`src/rtl/cpu_pkg.sv`:
```
// Shared CPU definitions: opcode map, instruction field positions and the
// source/destination decode used by issue, execute and writeback.
package cpu_pkg;

  localparam int unsigned REG_WIDTH_DEF = 8;
  localparam int unsigned REG_COUNT_DEF = 8;
  localparam int unsigned INSTR_W       = 16;
  localparam int unsigned OP_W          = 4;

  // Instruction field bit positions
  localparam int unsigned OP_MSB  = 15;
  localparam int unsigned OP_LSB  = 12;
  localparam int unsigned RD_MSB  = 11;
  localparam int unsigned RD_LSB  = 9;
  localparam int unsigned RS1_MSB = 8;
  localparam int unsigned RS1_LSB = 6;
  localparam int unsigned RS2_MSB = 5;
  localparam int unsigned RS2_LSB = 3;
  localparam int unsigned IMM_MSB = 7;
  localparam int unsigned IMM_LSB = 0;

  localparam logic [OP_W-1:0] OP_NOP  = 4'h0;
  localparam logic [OP_W-1:0] OP_ADD  = 4'h1;
  localparam logic [OP_W-1:0] OP_SUB  = 4'h2;
  localparam logic [OP_W-1:0] OP_AND  = 4'h3;
  localparam logic [OP_W-1:0] OP_OR   = 4'h4;
  localparam logic [OP_W-1:0] OP_XOR  = 4'h5;
  localparam logic [OP_W-1:0] OP_LDI  = 4'h6;
  localparam logic [OP_W-1:0] OP_MOV  = 4'h7;
  localparam logic [OP_W-1:0] OP_SHL  = 4'h8;
  localparam logic [OP_W-1:0] OP_SHR  = 4'h9;
  localparam logic [OP_W-1:0] OP_HALT = 4'hF;

  // Operand A source selection
  typedef enum logic [1:0] {
    SrcZero,
    SrcRs1,
    SrcImm
  } a_sel_e;

  // Opcodes 0xA..0xE have no meaning; they travel down the pipe as NOPs.
  function automatic logic is_illegal(input logic [OP_W-1:0] op);
    return (op >= 4'hA) && (op <= 4'hE);
  endfunction

  function automatic logic uses_rs1(input logic [OP_W-1:0] op);
    logic r;
    case (op)
      OP_ADD, OP_SUB, OP_AND, OP_OR, OP_XOR,
      OP_MOV, OP_SHL, OP_SHR: r = 1'b1;
      default:                r = 1'b0;
    endcase
    return r;
  endfunction

  function automatic logic uses_rs2(input logic [OP_W-1:0] op);
    logic r;
    case (op)
      OP_ADD, OP_SUB, OP_AND, OP_OR, OP_XOR: r = 1'b1;
      default:                               r = 1'b0;
    endcase
    return r;
  endfunction

  function automatic logic writes_rd(input logic [OP_W-1:0] op);
    logic r;
    case (op)
      OP_ADD, OP_SUB, OP_AND, OP_OR, OP_XOR,
      OP_LDI, OP_MOV, OP_SHL, OP_SHR: r = 1'b1;
      default:                        r = 1'b0;
    endcase
    return r;
  endfunction

  function automatic a_sel_e a_sel(input logic [OP_W-1:0] op);
    a_sel_e r;
    if (op == OP_LDI) begin
      r = SrcImm;
    end else if (uses_rs1(op)) begin
      r = SrcRs1;
    end else begin
      r = SrcZero;
    end
    return r;
  endfunction

endpackage

```
`src/rtl/issue_stage_scoreboard.sv`:
```
// Pending-write scoreboard: one bit per architectural register, set when a
// writing instruction issues and cleared by its writeback. Answers a
// three-address hazard query against the registered bits only.
module issue_stage_scoreboard
  import cpu_pkg::*;
#(
  parameter int unsigned REG_COUNT = REG_COUNT_DEF,
  localparam int unsigned AW = $clog2(REG_COUNT)
) (
  input  logic          clk,
  input  logic          rst,
  // Issue side: mark a destination pending
  input  logic          set_en,
  input  logic [AW-1:0] set_addr,
  // Writeback side: retire a pending destination
  input  logic          clr_en,
  input  logic [AW-1:0] clr_addr,
  // Hazard query
  input  logic          q_rs1_en,
  input  logic [AW-1:0] q_rs1,
  input  logic          q_rs2_en,
  input  logic [AW-1:0] q_rs2,
  input  logic          q_rd_en,
  input  logic [AW-1:0] q_rd,
  output logic          hazard
);

  logic [REG_COUNT-1:0] pend_d, pend_q;

  // Next pending set: clear first so a same-register set overrides it
  always_comb begin
    pend_d = pend_q;
    if (clr_en) begin
      pend_d[clr_addr] = 1'b0;
    end
    if (set_en) begin
      pend_d[set_addr] = 1'b1;
    end
  end

  // Pending bits; writebacks seen during reset are dropped
  always_ff @(posedge clk) begin
    if (rst) begin
      pend_q <= '0;
    end else begin
      pend_q <= pend_d;
    end
  end

  // No bypass: a writeback landing this cycle still reports a hazard
  always_comb begin
    hazard = (q_rs1_en & pend_q[q_rs1]) |
             (q_rs2_en & pend_q[q_rs2]) |
             (q_rd_en  & pend_q[q_rd]);
  end

endmodule

```
`src/rtl/issue_stage.sv`:
```
// Decode/issue stage in front of the register file. Decodes 16-bit
// instructions, reads operands asynchronously, stalls on pending writes and
// hands a registered packet to execute over a valid/ready handshake.
module issue_stage
  import cpu_pkg::*;
#(
  parameter int unsigned REG_WIDTH = REG_WIDTH_DEF,
  parameter int unsigned REG_COUNT = REG_COUNT_DEF,
  localparam int unsigned AW = $clog2(REG_COUNT)
) (
  input  logic                 clk,
  input  logic                 rst,
  // Instruction input
  input  logic                 in_valid,
  output logic                 in_ready,
  input  logic [INSTR_W-1:0]   in_instr,
  // Register-file read ports
  output logic [AW-1:0]        rf_rd_addr1,
  output logic [AW-1:0]        rf_rd_addr2,
  input  logic [REG_WIDTH-1:0] rf_rd_data1,
  input  logic [REG_WIDTH-1:0] rf_rd_data2,
  // Issue packet to execute
  output logic                 out_valid,
  input  logic                 out_ready,
  output logic [OP_W-1:0]      out_op,
  output logic [AW-1:0]        out_rd,
  output logic [REG_WIDTH-1:0] out_a,
  output logic [REG_WIDTH-1:0] out_b,
  output logic                 out_we,
  output logic                 out_illegal,
  // Writeback notification
  input  logic                 wb_valid,
  input  logic [AW-1:0]        wb_addr,
  output logic                 halted
);

  // Instruction fields
  logic [OP_W-1:0] op;
  logic [AW-1:0]   rd, rs1, rs2;
  logic [7:0]      imm8;

  assign op   = in_instr[OP_MSB:OP_LSB];
  assign rd   = in_instr[RD_MSB:RD_LSB];
  assign rs1  = in_instr[RS1_MSB:RS1_LSB];
  assign rs2  = in_instr[RS2_MSB:RS2_LSB];
  assign imm8 = in_instr[IMM_MSB:IMM_LSB];

  assign rf_rd_addr1 = rs1;
  assign rf_rd_addr2 = rs2;

  // Decode
  logic   dec_rs1, dec_rs2, dec_we, dec_illegal, dec_halt;
  a_sel_e dec_a_sel;

  always_comb begin
    dec_rs1     = uses_rs1(op);
    dec_rs2     = uses_rs2(op);
    dec_we      = writes_rd(op);
    dec_illegal = is_illegal(op);
    dec_halt    = (op == OP_HALT);
    dec_a_sel   = a_sel(op);
  end

  // Packet and status state
  logic                 out_valid_d, out_valid_q;
  logic [OP_W-1:0]      out_op_d, out_op_q;
  logic [AW-1:0]        out_rd_d, out_rd_q;
  logic [REG_WIDTH-1:0] out_a_d, out_a_q;
  logic [REG_WIDTH-1:0] out_b_d, out_b_q;
  logic                 out_we_d, out_we_q;
  logic                 out_illegal_d, out_illegal_q;
  logic                 halted_d, halted_q;

  logic hazard;
  logic accept;

  issue_stage_scoreboard #(
    .REG_COUNT (REG_COUNT)
  ) u_sb (
    .clk      (clk),
    .rst      (rst),
    .set_en   (accept & dec_we),
    .set_addr (rd),
    .clr_en   (wb_valid),
    .clr_addr (wb_addr),
    .q_rs1_en (dec_rs1),
    .q_rs1    (rs1),
    .q_rs2_en (dec_rs2),
    .q_rs2    (rs2),
    .q_rd_en  (dec_we),
    .q_rd     (rd),
    .hazard   (hazard)
  );

  // Handshake: accept only when not halted, hazard-free and the output slot frees up
  always_comb begin
    in_ready = ~halted_q & ~hazard & (~out_valid_q | out_ready);
    accept   = in_valid & in_ready;
  end

  // Next packet: load on accept, drop when consumed, otherwise hold
  always_comb begin
    out_valid_d   = out_valid_q;
    out_op_d      = out_op_q;
    out_rd_d      = out_rd_q;
    out_a_d       = out_a_q;
    out_b_d       = out_b_q;
    out_we_d      = out_we_q;
    out_illegal_d = out_illegal_q;
    halted_d      = halted_q;

    if (accept) begin
      out_valid_d   = 1'b1;
      out_op_d      = op;
      out_rd_d      = rd;
      out_we_d      = dec_we;
      out_illegal_d = dec_illegal;
      unique case (dec_a_sel)
        SrcRs1:  out_a_d = rf_rd_data1;
        SrcImm:  out_a_d = REG_WIDTH'(imm8);
        default: out_a_d = '0;
      endcase
      out_b_d = dec_rs2 ? rf_rd_data2 : '0;
      if (dec_halt) begin
        halted_d = 1'b1;
      end
    end else if (out_ready) begin
      out_valid_d = 1'b0;
    end
  end

  // Packet registers; reset discards any held packet
  always_ff @(posedge clk) begin
    if (rst) begin
      out_valid_q   <= 1'b0;
      out_op_q      <= '0;
      out_rd_q      <= '0;
      out_a_q       <= '0;
      out_b_q       <= '0;
      out_we_q      <= 1'b0;
      out_illegal_q <= 1'b0;
      halted_q      <= 1'b0;
    end else begin
      out_valid_q   <= out_valid_d;
      out_op_q      <= out_op_d;
      out_rd_q      <= out_rd_d;
      out_a_q       <= out_a_d;
      out_b_q       <= out_b_d;
      out_we_q      <= out_we_d;
      out_illegal_q <= out_illegal_d;
      halted_q      <= halted_d;
    end
  end

  // Outputs
  always_comb begin
    out_valid   = out_valid_q;
    out_op      = out_op_q;
    out_rd      = out_rd_q;
    out_a       = out_a_q;
    out_b       = out_b_q;
    out_we      = out_we_q;
    out_illegal = out_illegal_q;
    halted      = halted_q;
  end

endmodule

```
`config.mk`:
```
export PLATFORM = sky130hd
export DESIGN_NAME = issue_stage
export DESIGN_NICKNAME = d
export VERILOG_FILES = /design/src/rtl/cpu_pkg.sv /design/src/rtl/issue_stage_scoreboard.sv /design/src/rtl/issue_stage.sv
export SDC_FILE = /design/constraint.sdc
export NUM_CORES = 1
export LEC_CHECK = 0
export CAP_MARGIN = 10
export CORE_MARGIN = 4
export CORE_UTILIZATION = 32
export DETAILED_ROUTE_END_ITERATION = 7
export GPL_TIMING_DRIVEN = 1
export SLEW_MARGIN = 20
export SYNTH_ARGS = -nofsm -noshare
export SYNTH_HDL_FRONTEND = slang
export SYNTH_SLANG_ARGS = --single-unit
```
`constraint.sdc`:
```
create_clock -name clk -period 6.5 [get_ports clk]
set_input_delay 0.975 -clock clk [delete_from_list [all_inputs] [get_ports clk]]
set_output_delay 0.975 -clock clk [all_outputs]
set_load 0.03 [all_outputs]
```
==> run notes, run 1 <==
The implementation run finished. Of the cells placed in the final design, the portion with a size suffix greater than 1 is 6.64%. Setup skew after layout landed at roughly 4.8 ps. Routed signal wires occupy layers up through met4. Looking at the reg2reg group, the worst path ends at out_we. Worst-case setup slack after placement landed at 1520 ps. 179 cells are multi-input combinational gates. Detailed routing placed a total of 3140 um of wire on met2. In this run, the synthesized area fraction spent on adder and majority cells is recorded as 0%. Ranked by instance count, the synthesized netlist is headed by 35 x dfxtp_1, 18 x nand2_1, 17 x o21ai_0, 14 x clkbuf_1. Checking hold timing, the worst path is listed with class reg -> reg.

Register-to-register setup slack landed at roughly 3800 ps. Power density of the placed cells landed at 204 nW/um^2. Share of the synthesized area in the top cell type landed at between 30% and 40%. Multi-input combinational area share landed at 43.6%. Number of buffers and inverters on the critical path landed at 2.

Final worst-path setup slack landed at 1520 ps. For reference, the critical path is launched at in_instr[14]. Depth of the worst register-to-register path landed at 6. According to the cell report, flip-flops and latches in the layout number 35. The number of different library cells used by synthesis comes to 48. Total core area landed at 6460 um^2. Quantity of hold-fixing buffers added after cts landed at 0. Final critical-path required period landed at ~5000 ps.

Entering global routing, the biggest net connects 35 pins. Per the skew report, the later register of the worst-skew pair sees a clock latency of about 290 ps. By area the synthesized netlist is led by dfxtp_1 32%, o21ai_0 3.9%, a41o_1 3.7%. Summing all multi-input logic gate instances after layout gives 1290 um^2. Clock tree synthesis selected as its root buffer the cell clkbuf_8. Global-route wire length before repair landed at 11000 um.

Share of synthesized registers carrying an async set or reset landed at 0%. Relative slew slack landed at 24.8%. The worst register-to-register path begins at u_sb.pend_q[7].

The floorplan step set the die width to 90.1 um. Once the clock tree was built, the setup fixing pass inserted 0 buffers. For reference, the most critical setup path is categorized as in -> out. Register area landed at ~700 um^2. Number of nets with antenna violations after routing landed at 0.

The run finished with clean final reports. The most common cell in the synthesized netlist is dfxtp_1. STA classifies the critical path startpoint as an input port. Final weighted congestion in routability-driven placement landed at 0.839. Starting DRC count in detailed routing landed at 98. Area fraction in xor and xnor cells landed at 0%. At the pin with the least slew margin, the transition time is 1120 ps. Initial standard-cell utilization of the core landed at 33.4%. Maximum vdd drop landed at 80.3 uV. Number of buffers inserted by port buffering landed at 73. During synthesis, Yosys emitted a total of 0 warnings. The synthesized design contains 35 register bits. Gates resized during post-CTS repair numbered 0. Path length in cells of the critical path landed at 6. For this floorplan the total number of well-tap instances is 77.

Summing all multiplexer cells gives an area fraction of around 7.0%. Largest fanout on the critical path landed at 26. TritonCTS buffer count landed at 5. The capture point of the critical path was reported as in_ready. Number of failing setup endpoints in the final timing report landed at 0. Number of global-route vias before repair landed at 2236. In the synthesis report, Yosys lists the chip area as 2160 um^2. Half-perimeter wire length of the detailed placement result landed at approximately 4900 um.

Per STA, the highest per-stage delay on the worst path measures 820 ps. The highest clock rate this design can be run at is 0.201 GHz. The run reported a max-capacitance violation count of 0.

The script extracted a total leakage power of 1.14 nW. In this design, the largest share of critical-path delay is due to buffers and inverters. Cell count after synthesis landed at between 200 and 250. Clock buffer and inverter area fraction after layout landed at between 3 and 4%.

Clock-pin slew was measured on the worst setup and hold paths at 70 ps. The global route stage reports its total congestion overflow as 0. The number of antenna violations at the first check in global routing came to 0. Total inserted antenna cells landed at 0. Number of nets in the final layout landed at 340. Summed over all nets, wire length on met3 after detailed routing comes to 293 um. The data required time reported for the critical path is between 5000 and 6000 ps.

H-tree depth landed at 2. Number of top-level pins landed at approximately 74. Along the worst hold path, the cell count comes to 2. Looking at the critical path, the single cell with the biggest stage delay is clkdlybuf4s50_1. The synthesis run identifies the leading combinational cell family as AND-OR/OR-AND gates. Looking at the cell usage after synthesis, the top flip-flop cell is dfxtp_1. Layout overhead on the synthesized area landed at 37.2%. Arrival time at the worst endpoint landed at around 4000 ps. TritonCTS built the clock tree. Setup repair after global routing left no endpoint under its margin. CTS saw 35 sinks.

For met2 alone, demand over resource in global routing was 26.4%. Per the final report, max-transition violations number 0. The layout has 4 inverters outside the clock class. Power comes to 0.603 mW. Fraction of the yosys area taken by sequential cells landed at between 30% and 40%. Summing over the stages, the warning tally comes to 26. Registers represent a cell area share of 23.7%. For reference, the critical path cell chain is clkdlybuf4s50_1 > or4_4 > nand2_2 > and4b_1 > nor3_1 > clkdlybuf4s50_1. Post-synthesis share of cell area spent on and, or, nand and nor gates landed at 19.2%.

Count of clock buffers in the final design landed at 5. Detailed-route DRC error count landed at 0. For this design, Yosys synthesis ends with a cell count of 247. Of all the cell area in the finished design, non-clock buffers hold 25.2%. Die outline area landed at 8120 um^2. The routed wirelength on the met1 layer is recorded as 3230 um.

In the routed layout, each cell is associated on average with a via count of 5.79. Vertical die size landed at between 90 and 100 um. Post-synthesis average cell area landed at just under 9 um^2. Maximum count of clock buffers along a single path landed at 2.

Non-clock buffers in the final layout number 75. Area fraction in compound gates landed at 33.4%. After routing, the total negative slack on setup checks comes to 0 ps. In this run, synthesis inferred 0 flip-flops with an integrated enable. For hold timing, the worst endpoint is out_op[3]. Counting the fill cells in the layout gives about 650. The startpoint identified for the worst hold timing path is out_op[3]. By area, the class that comes first in the final layout consists of logic gates. OpenROAD reports that the post-layout worst path occupies between 70% and 80% of the period. Detailed-routing iteration count for the pre-antenna-repair pass landed at 4. Of all cell types, the one taking the most synthesized area is dfxtp_1.

The worst setup path is captured at an output pin. By instance count, the cell type seen most on the critical path is clkdlybuf4s50_1. Post-synth net total landed at 287. In the final report, the number of hold violations comes to 0. Area of the mapped netlist landed at 2160 um^2. For reference, the placement row count at floorplan is 29.

Worst hold margin landed at between 400 and 500 ps.
## run 1: through the flow
| step | cells | cell area (um^2) |
|---|---|---|
| floorplan | 247 | 2160 |
| global placement | 370 | 2850 |
| detailed placement | 370 | 2850 |
| CTS | 378 | 2960 |
| global route | 378 | 2960 |
| finish | 378 | 2960 |
## run 1: report_power, final
| part | internal, mW | switching, mW | total [mW] |
|---|---|---|---|
| Combinational | 0.0718 | 0.0928 | 0.165 |
| Sequential | 0.227 | 0.00818 | 0.235 |
| Clock | 0.114 | 0.0884 | 0.203 |
## run 1: layout by cell type (no fill, tap or decap), drive strengths merged, types with 11 or more instances in the layout
cell type      count
nand2             19
a31oi             11
o21ai             19
dfxtp             35
nor2b             11
clkdlybuf4s50     73
==> run_1/wires.png <==
Drawn at 4 px/um. Only two layers are drawn.
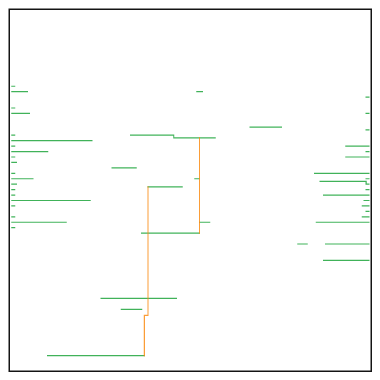
Key: orange = metal 4 [wire length 66.9 um]; green = metal 3 [wire length 293 um]
vias after detailed routing: 2188
detailed-route wire length: 6730 um
GR Util All Layers: 16.2%
average wire per cell in the routed design: 17.8 um

==> run_1/layer_met1.png <==
Drawn at 4 px/um. Supply wires on this layer in gray.
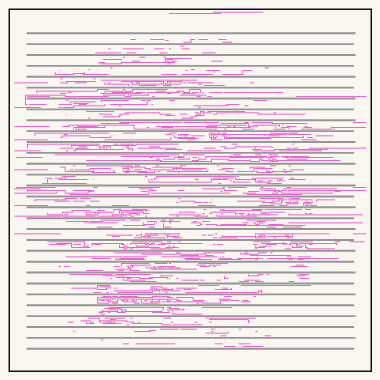
303 nets have wire on it. The layer holds 48% of the routed length. The wires run mostly horizontal. The layer carries 3230 um of wire. The longest straight run is 30.8 um.
met1 Use GR: 21.9%

==> run_1/congestion.png <==
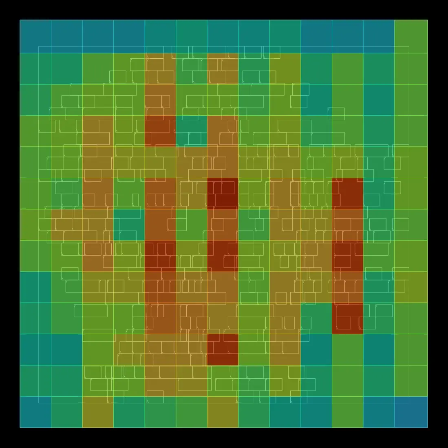
most crowded layer after global routing: met2
GR Util met3: 3.59%
utilization after layout: 45.8%

==> run 2, diff against run 1 <==
==> constraint.sdc (replaced) <==
create_clock -name clk -period 4.2 [get_ports clk]
set_input_delay 0.63 -clock clk [delete_from_list [all_inputs] [get_ports clk]]
set_output_delay 0.63 -clock clk [all_outputs]
set_load 0.03 [all_outputs]
==> run_2/layer_met1.png <==
Drawn at 4 px/um. Supply wires on this layer in gray.
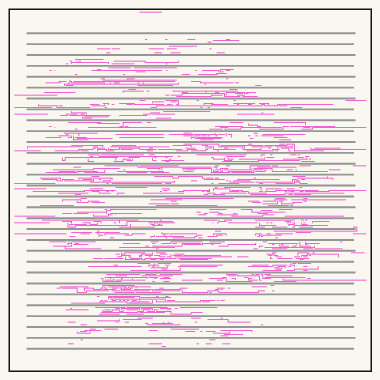
The layer carries 3200 um of wire. 297 nets have wire on it. The layer holds 46% of the routed length. The wires run mostly horizontal.

==> run notes, run 2 <==
The implementation run finished. Status: completed (unchanged). Number of non-clock buffers in the layout landed at 83 (was 75). The final worst-path setup slack was 510 ps (was 1520 ps). Post-synth net total landed at 287 (unchanged). The destination of the worst register-to-register timing path is u_sb.pend_q[7] (was out_we). The area fraction in compound gates was 33.4% (unchanged). The post-synthesis cell type with the largest combined area was dfxtp_1 (unchanged).

Largest stage delay on the critical path landed at 740 ps (was 820 ps). Fraction of standard cell area that is sequential landed at 23.1% (was 23.7%). The area fraction in full adders, half adders and majority gates is 0% (unchanged).

The number of vias per cell is 5.81 (was 5.79). Total power after layout landed at 0.951 mW (was 0.603 mW). The cell family with the largest share of critical-path delay is buffers and inverters (unchanged).

Clock buffer and inverter area fraction after layout landed at 3.84% (was 3.80%). Starting DRC count in detailed routing landed at 114 (was 98). Slew at the pin closest to its max-slew limit landed at 925 ps (was 1120 ps). The net switching fraction of the power was 31.7% (was 31.4%).

The global-route met2 utilization was 27.2% (was 26.4%). Power density of the placed cells landed at 314 nW/um^2 (was 204 nW/um^2). The most congested layer reported by global routing is met2 (unchanged). The met1 usage in global routing came to 20.7% (was 21.9%). Final number of max-transition violations landed at 0 (unchanged). The tally of yosys warning messages came to 0 (unchanged). Clock network latency to the later pin of the worst-skew pair landed at 300 ps (was 290 ps). Number of nets with antenna violations after routing landed at 0 (unchanged). OpenROAD warning count landed at 26 (unchanged). Number of buffers and inverters on the critical path landed at 2 (unchanged). Largest fanout on the critical path landed at 5 (was 26). H-tree depth landed at 2 (unchanged).

Final weighted congestion in routability-driven placement landed at 0.840 (was 0.839). Final routed wire length divided by cell count landed at 17.9 um (was 17.8 um). Final clock period utilization by the worst path landed at 87.9%. The yosys stat cell total was 247 (unchanged). The count of clock buffers in the final design is 5 (unchanged). Post-synthesis average cell area landed at 8.74 um^2 (unchanged). The detailed-routing iteration count for the pre-antenna-repair pass was 4 (unchanged). The number of nets in the final layout is 348 (was 340). The top logic cell by instance count in the layout is clkdlybuf4s50_1 (unchanged). Top Layout Cells: 73 x clkdlybuf4s50_1, 35 x dfxtp_1, 18 x nand2_1, 17 x o21ai_0 (unchanged). The area of the mapped netlist came to 2160 um^2 (unchanged). The multiplexer share of the synthesized area was 6.96% (unchanged). Total core area landed at 6460 um^2 (unchanged). Clock network fraction of design power landed at 33.9% (was 33.6%). Global routing met3 resource utilization landed at 4.84% (was 3.59%). Most frequent cells after synthesis: 35 x dfxtp_1, 18 x nand2_1, 17 x o21ai_0, 14 x clkbuf_1 (unchanged). Timing would allow up to 0.271 GHz. The top cell class by occupied area is logic gates (unchanged). Post-route non-filler standard cell count landed at 386 (was 378). The startpoint type of the worst setup path is an input port (unchanged). The synthesis area per yosys was 2160 um^2 (unchanged). Area occupied by multi-input gates landed at 1290 um^2 (about the same). The top layer used by detailed routing is met4 (unchanged).

The endpoint type of the worst setup path was an output pin (unchanged). The proportion of power drawn by flip-flops and latches came to 38.3% (was 39.1%). Internal power summed over all cells landed at 0.649 mW (was 0.413 mW).

The vertical die size came to 90.1 um (unchanged). Total number of vias landed at 2243 (was 2188). Count of standard-cell rows landed at 29 (unchanged).

Area fraction in xor and xnor cells landed at 0% (unchanged). The number of failing hold endpoints at the final stage was 0 (unchanged). The register area was 701 um^2 (unchanged). Count of library flops with an enable pin landed at 0 (unchanged). Final critical-path required period landed at 3690 ps. The detailed-route DRC error count was 0 (unchanged).

Maximum vdd drop landed at 124 uV (was 80.3 uV). Total routed wirelength landed at 6900 um (was 6730 um). The CTS tree is done (unchanged). The origin of the worst min-delay path is out_we (was out_op[3]). Cell count after synthesis landed at 247 (unchanged). Placed cell area landed at 2910 um^2 (was 2850 um^2). The synthesis-stage register bit count is 35 (unchanged). The share of synthesized registers carrying an async set or reset was 0% (unchanged).

Layout overhead on the synthesized area landed at 40.3% (was 37.2%). The tally of filler cells in the layout was 653 (was 652). The global-route congestion overflow total is 0 (unchanged). The count of inserted tapcells is 77 (unchanged). Total inserted antenna cells landed at 0 (unchanged). The end point of the most critical hold path is out_we (was out_op[3]). Number of non-clock inverters in the layout landed at 4 (unchanged). The number of buffers inserted by port buffering is 73 (unchanged).

Worst hold margin landed at 467 ps (about the same). The quantity of hold-fixing buffers added after cts is 0 (unchanged). The sum of met2 wire segment lengths after detailed routing is 3290 um (was 3140 um). The cell with the largest stage delay on the worst path is clkdlybuf4s50_1 (unchanged). Maximum count of clock buffers along a single path landed at 2 (unchanged).

Global-route wire length before repair landed at 10900 um (was 11000 um). Reported net switching power landed at 0.301 mW (was 0.189 mW). Final non-filler cell area landed at 3030 um^2 (was 2960 um^2). The most repeated library cell on the critical path was clkdlybuf4s50_1 (unchanged).

Sequential cell count landed at 35 (unchanged). The worst-case setup slack after placement was 492 ps (was 1520 ps). Arrival time at the worst endpoint landed at 3060 ps (was 4000 ps). The clock transition time at the flip-flop clock pins of the worst setup and hold paths is 80 ps (was 70 ps). The non-clock buffer contribution to total cell area is 26.6% (was 25.2%).

The type of the tightest min-delay check was reg -> reg (unchanged). The number of maximum-capacitance constraint violations was 0 (unchanged). The detailed-routing wirelength on met1 is 3200 um (was 3230 um).

Number of global-route vias before repair landed at 2140 (was 2236). Largest net degree at the start of global routing landed at 26 (was 35). Number of top-level pins landed at 74 (unchanged).

Setup repair after global routing missed its margin: no (unchanged). The share of layout cells above drive strength 1 was 9.39% (was 6.64%). Number of failing setup endpoints in the final timing report landed at 0 (unchanged). The classification of the worst setup path was in -> out (unchanged). The number of antenna violations at the first check in global routing is 0 (unchanged). The register-to-register setup slack came to 1710 ps (was 3840 ps). Multi-input combinational area share landed at 42.8% (was 43.6%). Combinational fraction of design power landed at 27.8% (was 27.3%). The number of cells upsized or downsized after cts was 0 (unchanged). The prevailing post-synth register cell is dfxtp_1 (unchanged).

Routed length on met3 landed at 345 um (was 293 um). The reported leakage power came to 1.18 nW (was 1.14 nW). The half-perimeter wire length of the detailed placement result is 4990 um (was 4890 um). The top cell type by instance count after synthesis was dfxtp_1 (unchanged). The main combinational cell family by area after synthesis was AND-OR/OR-AND gates (unchanged). Post-synthesis share of cell area spent on and, or, nand and nor gates landed at 19.2% (unchanged). The utilization after layout came to 46.9% (was 45.8%). Final total negative setup slack landed at 0 ps (unchanged). The initial standard-cell utilization of the core is 33.4% (unchanged). The global routing usage summed across all routing layers came to 16.3% (was 16.2%). The TritonCTS buffer count is 5 (unchanged).

The number of sinks handled by clock tree synthesis came to 35 (unchanged). The setup skew after layout is 13.3 ps (was 4.80 ps). Leading post-synthesis cells by cell area: dfxtp_1 32%, o21ai_0 3.9%, a41o_1 3.7% (unchanged). The total instance count after detailed placement came to 378 (was 370).

The relative slew slack came to 38.2% (was 24.8%). Cell depth of the worst min-delay path landed at 2 (unchanged).
==> run_2/wires.png <==
Drawn at 4 px/um. Only two layers are drawn.
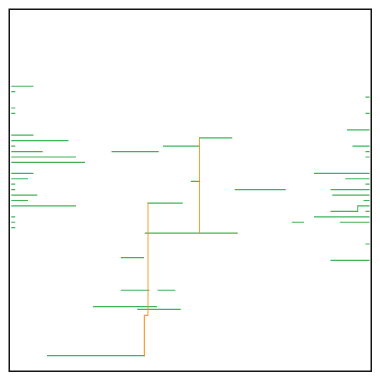
Key: green = metal 3 [wire length 346 um]; orange = metal 4 [wire length 62.8 um]

-- run 2: cell counts after synthesis --
No cell type changed its count.
-- run 2: worst max path at each step --
stage	start	end	depth (start not counted)
final	in_instr[6]	in_ready	6
after global routing	in_instr[3]	in_ready	6
after CTS	in_instr[6]	in_ready	6
after detailed placement	in_instr[6]	in_ready	6
after global placement	in_instr[6]	in_ready	6
after floorplan	in_instr[13]	in_ready	7
-- run 2: power groups by stage --
stage / Clock [mW] / Combinational [mW] / Sequential, mW
after global routing: 0.342 / 0.282 / 0.366
after detailed placement: 0 / 0.263 / 0.372
after floorplan: 0 / 0.116 / 0.405
final: 0.322 / 0.265 / 0.364
after global placement: 0 / 0.262 / 0.372
after CTS: 0.331 / 0.264 / 0.364
==> run 3, diff against run 2 <==
--- a/config.mk
+++ b/config.mk
@@ -10,6 +10,7 @@
 export CORE_UTILIZATION = 32
 export DETAILED_ROUTE_END_ITERATION = 7
 export GPL_TIMING_DRIVEN = 1
+export SETUP_SLACK_MARGIN = 0.5
 export SLEW_MARGIN = 20
 export SYNTH_ARGS = -nofsm -noshare
 export SYNTH_HDL_FRONTEND = slang
==> run_3/congestion.png <==
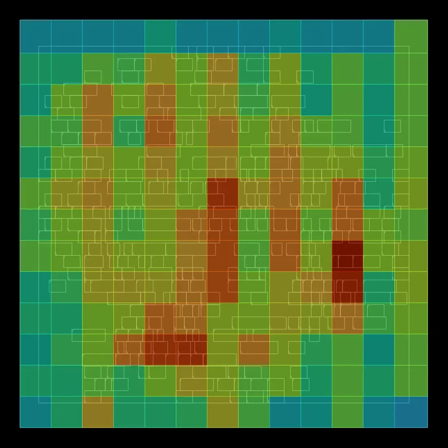
global-route met2 utilization: 27.2%
average wire per cell in the routed design: 17.8 um
GR Util met3: 4.84%
GR Util All Layers: 16.3%
met1 Use GR: 20.7%

==> run notes, run 3 <==
The implementation run finished. The cell with the largest stage delay on the worst path is clkdlybuf4s50_1 (unchanged). The detailed-routing iteration count for the pre-antenna-repair pass came to 4 (unchanged). The placed cell area came to 2910 um^2 (unchanged). Register area landed at 701 um^2 (unchanged). Area of the mapped netlist landed at 2160 um^2 (unchanged). The H-tree depth is 2 (unchanged). The worst-case setup slack after placement came to 492 ps (unchanged). Number of antenna violations at the first check in global routing landed at 0 (unchanged). The type of the tightest min-delay check is reg -> reg (unchanged). The clock buffer and inverter area fraction after layout is 3.84% (about the same). Post-synth net total landed at 287 (unchanged). The beginning of the worst register-to-register path is u_sb.pend_q[7] (unchanged). Setup repair after global routing missed its margin: no (unchanged). The count of standard-cell rows came to 29 (unchanged). Tally of yosys warning messages landed at 0 (unchanged). The relative slew slack was 37.4% (was 38.2%). The total power after layout came to 0.950 mW (was 0.951 mW). Final weighted congestion in routability-driven placement landed at 0.840 (unchanged). Number of nets with antenna violations after routing landed at 0 (unchanged). Number of top-level pins landed at 74 (unchanged).

Number of global-route vias before repair landed at 2140 (unchanged). The top cell class by occupied area is logic gates (unchanged). The number of buffers inserted by port buffering is 73 (unchanged). The die outline area is 8120 um^2 (unchanged). Number of non-clock inverters in the layout landed at 4 (unchanged). Worst path cell trace: clkdlybuf4s50_1 > mux4_2 > nand2b_1 > and4b_1 > nor3_1 > dlygate4sd2_1 (was clkdlybuf4s50_1 > mux4_2 > nand2b_1 > and4b_1 > nor3_1 > clkdlybuf4s50_1).

Number of multi-input combinational cells landed at 179 (unchanged). TritonCTS buffer count landed at 5 (unchanged). Synthesis area per yosys landed at 2160 um^2 (unchanged). The post-synthesis cell type with the largest combined area is dfxtp_1 (unchanged).

The critical path capture point is in_ready (unchanged). Path length in cells of the critical path landed at 6 (unchanged). The number of failing hold endpoints at the final stage is 0 (unchanged).

Number of sinks handled by clock tree synthesis landed at 35 (unchanged). The total number of vias came to 2248 (was 2243). Total core area landed at 6460 um^2 (unchanged).

The most congested layer reported by global routing was met2 (unchanged). Largest net degree at the start of global routing landed at 26 (unchanged). The master cell of the clock root buffer is clkbuf_8 (unchanged).

The cell family with the largest share of critical-path delay is buffers and inverters (unchanged). Global-route wire length before repair landed at 10900 um (unchanged). Cell count after synthesis landed at 247 (unchanged). Top Layout Cells: 72 x clkdlybuf4s50_1, 35 x dfxtp_1, 18 x nand2_1, 17 x o21ai_0 (was 73 x clkdlybuf4s50_1, 35 x dfxtp_1, 18 x nand2_1, 17 x o21ai_0).

The reported leakage power came to 1.18 nW (about the same). Largest fanout on the critical path landed at 5 (unchanged). The OpenROAD warning count was 26 (unchanged). The number of buffers and inverters on the critical path came to 2 (unchanged). Maximum count of clock buffers along a single path landed at 2 (unchanged). The final critical-path required period is 3400 ps (was 3690 ps). Final total negative setup slack landed at 0 ps (unchanged). The worst hold margin came to 467 ps (about the same). Maximum vdd drop landed at 124 uV (about the same).

The global-route congestion overflow total is 0 (unchanged). The final non-filler cell area was 3030 um^2 (about the same). Post-route non-filler standard cell count landed at 386 (unchanged). The CTS tree was done (unchanged). Number of post-CTS setup repair buffers landed at 0 (unchanged). The share of the synthesized area in the top cell type came to 32.5% (unchanged). Setup skew after layout landed at 13.4 ps (was 13.3 ps).

Arrival time at the worst endpoint landed at 2770 ps (was 3060 ps). The end point of the most critical hold path is out_we (unchanged). The tally of filler cells in the layout came to 654 (was 653).

The largest stage delay on the critical path came to 600 ps (was 740 ps). Non-clock buffer contribution to total cell area landed at 26.6% (about the same). Maximum clock frequency landed at 0.294 GHz (was 0.271 GHz). The total routed wirelength was 6880 um (was 6900 um).

Status: completed (unchanged). Fraction of standard cell area that is sequential landed at 23.1% (about the same). Detailed-route DRC error count landed at 0 (unchanged).

Layout overhead on the synthesized area landed at 40.3% (about the same). Final number of max-transition violations landed at 0 (unchanged). Leading post-synthesis cells by cell area: dfxtp_1 32%, o21ai_0 3.9%, a41o_1 3.7% (unchanged).

The fraction of the yosys area taken by sequential cells is 32.5% (unchanged). Slew at the pin closest to its max-slew limit landed at 937 ps (was 925 ps). The total inserted antenna cells came to 0 (unchanged). Count of library flops with an enable pin landed at 0 (unchanged). Register-to-register setup slack landed at 1710 ps (about the same). The half-perimeter wire length of the detailed placement result is 4990 um (unchanged).

Number of failing setup endpoints in the final timing report landed at 0 (unchanged). Total instance count after detailed placement landed at 378 (unchanged). Synthesis-stage register bit count landed at 35 (unchanged).

Clock network latency to the later pin of the worst-skew pair landed at 300 ps (about the same). The sequential cell count is 35 (unchanged). The share of synthesized registers carrying an async set or reset came to 0% (unchanged). The origin of the worst min-delay path is out_we (unchanged). The quantity of hold-fixing buffers added after cts is 0 (unchanged). The worst endpoint required time came to 3570 ps (about the same). The classification of the worst setup path is in -> out (unchanged). The top cell type by instance count after synthesis was dfxtp_1 (unchanged). The power density of the placed cells is 314 nW/um^2 (about the same). The prevailing post-synth register cell is dfxtp_1 (unchanged).

Utilization after layout landed at 46.9% (about the same). The clock transition time at the flip-flop clock pins of the worst setup and hold paths came to 80 ps (about the same). The post-synthesis average cell area came to 8.74 um^2 (unchanged).

The area occupied by multi-input gates came to 1290 um^2 (unchanged). The count of distinct cell types in the synthesized netlist is 48 (unchanged). The number of maximum-capacitance constraint violations came to 0 (unchanged).

The endpoint type of the worst setup path was an output pin (unchanged). Most frequent cells after synthesis: 35 x dfxtp_1, 18 x nand2_1, 17 x o21ai_0, 14 x clkbuf_1 (unchanged). Horizontal extent of the die landed at 90.1 um (unchanged). The cell depth of the worst min-delay path is 2 (unchanged). Multi-input combinational area share landed at 42.8% (about the same).

Final clock period utilization by the worst path landed at 80.9% (was 87.9%). Count of clock buffers in the final design landed at 5 (unchanged). The startpoint type of the worst setup path is an input port (unchanged).

The number of nets in the final layout came to 348 (unchanged). Depth of the worst register-to-register path landed at 5 (unchanged). The share of layout cells above drive strength 1 was 9.39% (unchanged). The count of inserted tapcells is 77 (unchanged).

Number of non-clock buffers in the layout landed at 83 (unchanged). The startpoint of the most critical setup path is in_instr[6] (unchanged). The destination of the worst register-to-register timing path is u_sb.pend_q[7] (unchanged). Vertical die size landed at 90.1 um (unchanged). Initial standard-cell utilization of the core landed at 33.4% (unchanged). Yosys stat cell total landed at 247 (unchanged). The final worst-path setup slack came to 801 ps (was 510 ps). The starting DRC count in detailed routing came to 119 (was 114). The top logic cell by instance count in the layout is clkdlybuf4s50_1 (unchanged). The number of vias per cell came to 5.82 (was 5.81).
==> run_3/wires.png <==
Drawn at 4 px/um. Only two layers are drawn.
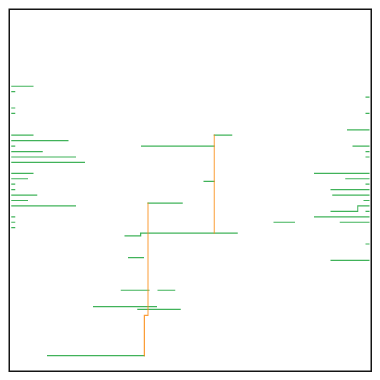
Key: green = metal 3 [wire length 334 um]; orange = metal 4 [wire length 63.5 um]

[run 3: timing repair]
item	CTS	global route
endpoints found under the hold margin	0	0
endpoints found under the setup margin	1	0
gates resized	1	0
[run 3: power by group]
group,internal [mW],leakage [nW],switching [mW]
Clock,0.180,0.0587,0.142
Sequential,0.352,0.286,0.0120
Combinational,0.117,0.839,0.147
[run 3: cell families after synthesis]
logic type | after synthesis | synth area share [%]
compound gates | 97 | 33.4
simple gates | 71 | 19.2
flops | 35 | 32.5
buf+inv | 33 | 8.00
mux | 11 | 6.96
[run 3: worst min-delay path, stage by stage, from the launching register on]
cell and delay [ps]:
dfxtp_1 320, nand2_1 50, mux2i_1 50
[run 3: layer usage]
layer	up-vias	wire (um)
li1	1093	-
met1	1091	3190
met2	58	3290
met3	6	333
met4	0	63
met5	-	0
Power and IR drop assume default switching activity.
